[src/rtl/sync_fifo.sv]
// -----------------------------------------------------------------------------
// sync_fifo
//
// Parametrised single-clock FIFO on the display/memory request path. It queues
// WIDTH-bit words (default: 12-bit address + 8-bit data) between the
// instruction engine and the memory/display writer.
//
// Features:
//   - generic width and power-of-two depth (DEPTH >= 4)
//   - registered occupancy count plus empty/full/almost flags
//   - sticky overflow/underflow flags, cleared by err_clr
//   - optional first-word-fall-through read mode
//
// Compile-time option:
//   FIFO_FWFT_EN  defined   : first-word-fall-through. rd_data always shows the
//                             head word while !empty, rd_valid = !empty, and
//                             rd_en acknowledges and pops the head word.
//                 undefined : standard mode. rd_data/rd_valid are registered
//                             and update on the edge that accepts rd_en.
//
// Ports:
//   clk           in   1        single clock, rising-edge
//   rst_n         in   1        asynchronous active-low reset
//   wr_en         in   1        write request
//   wr_data       in   WIDTH    write word
//   rd_en         in   1        read request
//   rd_data       out  WIDTH    read word
//   rd_valid      out  1        standard: one-cycle pulse per pop
//                               FWFT: !empty
//   empty         out  1        count == 0
//   full          out  1        count == DEPTH
//   almost_empty  out  1        count <= AEMPTY_LVL
//   almost_full   out  1        count >= AFULL_LVL
//   count         out  AW+1     occupancy, 0..DEPTH
//   overflow      out  1        sticky: write while full with no read
//   underflow     out  1        sticky: read while empty
//   err_clr       in   1        clears overflow and underflow
//
// Handshake:
//   There is no back-pressure signal on either side. A write is accepted when
//   wr_en && (!full || rd_en); a read is accepted when rd_en && !empty. A
//   request that is not accepted is lost and recorded in the matching sticky
//   error flag (except for the standard-mode bypass on an empty FIFO, where a
//   simultaneous read and write hand the write word straight to rd_data).
// -----------------------------------------------------------------------------

module sync_fifo #(
    parameter  int WIDTH      = 20,
    parameter  int DEPTH      = 16,
    parameter  int AFULL_LVL  = DEPTH - 2,
    parameter  int AEMPTY_LVL = 2,
    localparam int AW         = $clog2(DEPTH)
) (
    input  logic             clk,
    input  logic             rst_n,
    input  logic             wr_en,
    input  logic [WIDTH-1:0] wr_data,
    input  logic             rd_en,
    output logic [WIDTH-1:0] rd_data,
    output logic             rd_valid,
    output logic             empty,
    output logic             full,
    output logic             almost_empty,
    output logic             almost_full,
    output logic [AW:0]      count,
    output logic             overflow,
    output logic             underflow,
    input  logic             err_clr
);

    // Count is one bit wider than the pointers so that DEPTH is representable.
    localparam int CW = AW + 1;

    localparam logic [AW:0] L_DEPTH  = CW'(DEPTH);
    localparam logic [AW:0] L_AFULL  = CW'(AFULL_LVL);
    localparam logic [AW:0] L_AEMPTY = CW'(AEMPTY_LVL);

    // -------------------------------------------------------------------------
    // Storage and pointers
    // -------------------------------------------------------------------------
    logic [WIDTH-1:0] r_mem [DEPTH];
    logic [AW-1:0]    r_rp;
    logic [AW-1:0]    r_wp;
    logic [AW:0]      r_count;

    // Registered flags, computed from the next count so they line up with it.
    logic             r_empty;
    logic             r_full;
    logic             r_almost_empty;
    logic             r_almost_full;
    logic             r_overflow;
    logic             r_underflow;

    // -------------------------------------------------------------------------
    // Request decoding
    // -------------------------------------------------------------------------
    logic             w_rd_acc;      // a word is popped from the array
    logic             w_wr_acc;      // write permitted by the full rule
    logic             w_wr_store;    // write actually lands in the array
    logic             w_bypass;      // standard-mode empty pass-through
    logic             w_ovf_set;
    logic             w_unf_set;
    logic [AW:0]      w_count_nxt;

    assign w_rd_acc = rd_en && !r_empty;

    // While full, a write is still accepted if a read frees a slot on the same
    // edge; the count then stays at DEPTH.
    assign w_wr_acc = wr_en && (!r_full || rd_en);

`ifdef FIFO_FWFT_EN
    // In FWFT mode an empty FIFO has no head word to hand out, so a read on
    // empty is always an underflow and the write is stored normally.
    assign w_bypass = 1'b0;
`else
    // In standard mode a read and write on an empty FIFO pass the write word
    // straight to the registered output; nothing is stored.
    assign w_bypass = rd_en && wr_en && r_empty;
`endif

    assign w_wr_store = w_wr_acc && !w_bypass;

    assign w_ovf_set  = wr_en && r_full && !rd_en;
    assign w_unf_set  = rd_en && r_empty && !w_bypass;

    always_comb begin
        w_count_nxt = r_count;
        if (w_wr_store && !w_rd_acc) begin
            w_count_nxt = r_count + 1'b1;
        end else if (!w_wr_store && w_rd_acc) begin
            w_count_nxt = r_count - 1'b1;
        end
    end

    // -------------------------------------------------------------------------
    // Array write port. Contents are not reset; stale words are never visible
    // because the pointers and count are.
    // -------------------------------------------------------------------------
    always_ff @(posedge clk) begin
        if (w_wr_store) begin
            r_mem[r_wp] <= wr_data;
        end
    end

    // -------------------------------------------------------------------------
    // Pointers, count and occupancy flags
    // -------------------------------------------------------------------------
    always_ff @(posedge clk or negedge rst_n) begin
        if (!rst_n) begin
            r_rp           <= '0;
            r_wp           <= '0;
            r_count        <= '0;
            r_empty        <= 1'b1;
            r_full         <= 1'b0;
            r_almost_empty <= 1'b1;
            r_almost_full  <= 1'b0;
        end else begin
            // Pointers are exactly AW bits wide, so DEPTH-1 wraps to 0.
            if (w_wr_store) begin
                r_wp <= r_wp + 1'b1;
            end
            if (w_rd_acc) begin
                r_rp <= r_rp + 1'b1;
            end
            r_count        <= w_count_nxt;
            r_empty        <= (w_count_nxt == '0);
            r_full         <= (w_count_nxt == L_DEPTH);
            r_almost_empty <= (w_count_nxt <= L_AEMPTY);
            r_almost_full  <= (w_count_nxt >= L_AFULL);
        end
    end

    // -------------------------------------------------------------------------
    // Sticky error flags. A fresh error on the clearing edge takes priority so
    // the event is not lost.
    // -------------------------------------------------------------------------
    always_ff @(posedge clk or negedge rst_n) begin
        if (!rst_n) begin
            r_overflow  <= 1'b0;
            r_underflow <= 1'b0;
        end else begin
            if (w_ovf_set) begin
                r_overflow <= 1'b1;
            end else if (err_clr) begin
                r_overflow <= 1'b0;
            end

            if (w_unf_set) begin
                r_underflow <= 1'b1;
            end else if (err_clr) begin
                r_underflow <= 1'b0;
            end
        end
    end

    // -------------------------------------------------------------------------
    // Read output path
    // -------------------------------------------------------------------------
`ifdef FIFO_FWFT_EN
    // Head word is shown directly from the array. It comes only from
    // registered state (array + read pointer), so there is still no
    // combinational path from any input to rd_data.
    assign rd_data  = r_mem[r_rp];
    assign rd_valid = !r_empty;
`else
    logic [WIDTH-1:0] r_rd_data;
    logic             r_rd_valid;

    always_ff @(posedge clk or negedge rst_n) begin
        if (!rst_n) begin
            r_rd_data  <= '0;
            r_rd_valid <= 1'b0;
        end else begin
            if (w_bypass) begin
                r_rd_data <= wr_data;
            end else if (w_rd_acc) begin
                r_rd_data <= r_mem[r_rp];
            end
            // One-cycle pulse per delivered word; rd_data holds afterwards.
            r_rd_valid <= w_bypass || w_rd_acc;
        end
    end

    assign rd_data  = r_rd_data;
    assign rd_valid = r_rd_valid;
`endif

    // -------------------------------------------------------------------------
    // Output assignments
    // -------------------------------------------------------------------------
    assign empty        = r_empty;
    assign full         = r_full;
    assign almost_empty = r_almost_empty;
    assign almost_full  = r_almost_full;
    assign count        = r_count;
    assign overflow     = r_overflow;
    assign underflow    = r_underflow;

endmodule
[config.mk]
export PLATFORM = sky130hd
export DESIGN_NAME = sync_fifo
export DESIGN_NICKNAME = d
export VERILOG_FILES = /design/src/rtl/sync_fifo.sv
export SDC_FILE = /design/constraint.sdc
export NUM_CORES = 1
export LEC_CHECK = 0
export ABC_AREA = 1
export CAP_MARGIN = 20
export CELL_PAD_IN_SITES_DETAIL_PLACEMENT = 0
export CELL_PAD_IN_SITES_GLOBAL_PLACEMENT = 1
export CORE_ASPECT_RATIO = 1.4
export CORE_MARGIN = 5
export CORE_UTILIZATION = 50
export DETAILED_ROUTE_END_ITERATION = 8
export MAX_ROUTING_LAYER = met4
export PLACE_DENSITY_LB_ADDON = 0.1
export SKIP_LAST_GASP = 1
export SLEW_MARGIN = 25
export SYNTH_ARGS = -nofsm -noshare
export SYNTH_HDL_FRONTEND = slang
export SYNTH_SLANG_ARGS = --single-unit
[constraint.sdc]
create_clock -name clk -period 5.27 [get_ports clk]
set_input_delay 1.054 -clock clk [delete_from_list [all_inputs] [get_ports clk]]
set_output_delay 1.054 -clock clk [all_outputs]
set_load 0.05 [all_outputs]
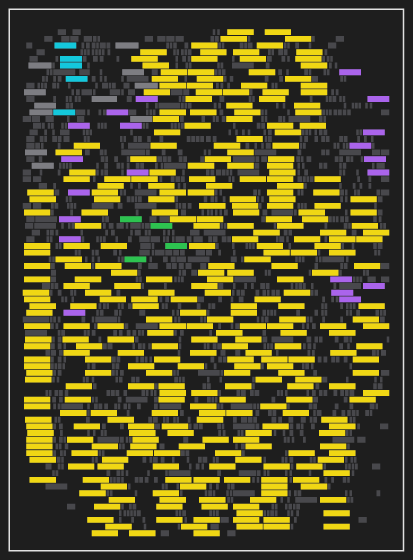
Figure 1: sequential cells grouped by signal name.
Other sequential cells in the stronger grey, the rest of the logic in the fainter grey.
[green] r_wp | flops: 4
[purple] rd_data | flops: 20
[yellow] r_mem | flops: 320 | where: all over the die
[cyan] count | flops: 5 | where: north-west
not coloured: 11

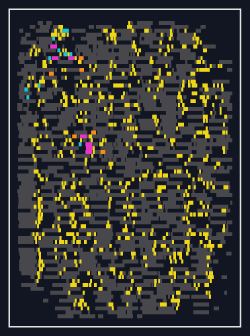
Figure 2: gate families picked out.
[yellow] nand cells | cells: 686 | most used: nand2_1 | where: all over the die
[orange] xor and xnor cells | cells: 6 | most used: xor2_1
[magenta] fa/ha/maj cells | cells: 7 | most used: ha_1
[cyan] aoi and oai cells | cells: 11 | most used: o21ai_0 | where: north-west

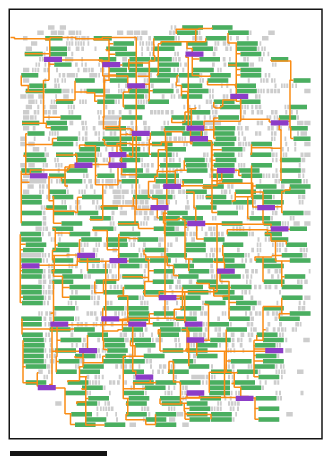
Figure 3: routed clock nets over the placement.
Bar = 50 um.
[purple] clock-net drivers | count: 35
[orange] clock wires | length: 4110 um
[green] flip-flops | count: 360
flops lie: all over the die

==> impl_metrics.yaml <==
# implementation run metrics
timing:
  fmax_ghz: 0.3154
  final-hold-violation-count: 0
  setup_tns_ns: 0
  drv_slew: 0
clocking:
  root_buffer: "clkbuf_16"
critical_path:
  cp_top_family: "buffers and inverters"
  worstPathCellList: "clkdlybuf4s50_1, inv_1, a21oi_1, nand2_1, inv_1, nand2_1, nor2_2, buf_4"
  critPathKind: "primary input to flop"
  r2r_start: "r_rp[0]$_DFFE_PN0P_"
yosys:
  ys.flops: 360
  synthTopLogicFamily: "simple AND/OR/NAND/NOR gates"
pwr:
  power.switching_uw: 3795
  power.total_uw: 9676
  switching_share_pct: 39.22
placement:
  io_buffer_count: 56
routing:
  via_per_inst: 5.231
floorplan:
  die_w_um: 159.9
  fp_util_pct: 50.87
  row_count: 76
global_route:
  grt_usage_pct: 24.04
  grt_pass1_wl_um: 61620
final_layout:
  filler_cell_count: 2628
  drive_gt1_share_pct: 6.595
  n_all_buffers: 72
status:
  status: "completed"
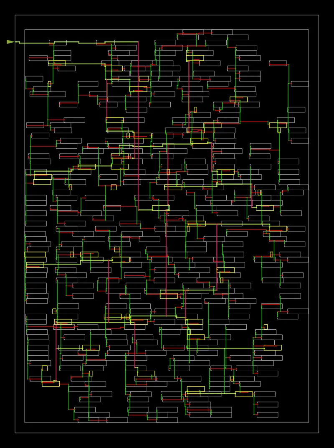
Figure 4: clock nets.
CTS buffer count: 35
Late-Pin Clk Latency: 0.52 ns
CTS sink count: 360
flop count: 360

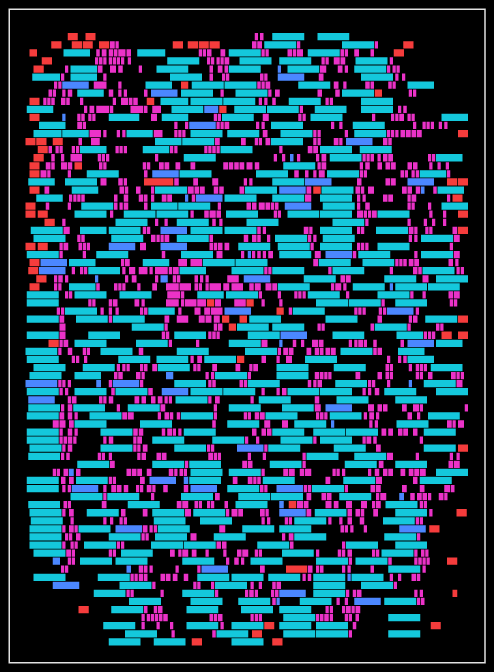
Figure 5: placement by cell class.
[blue] clock drivers and dummy loads | cells: 62 | share of their area: 6.4%
[cyan] registers | cells: 360 | share of their area: 62%
[red] remaining buffers and delay cells | cells: 72 | share of their area: 4.1%
[magenta] remaining logic cells | cells: 1083 | share of their area: 28%

Power is estimated from default activity; no workload was simulated.
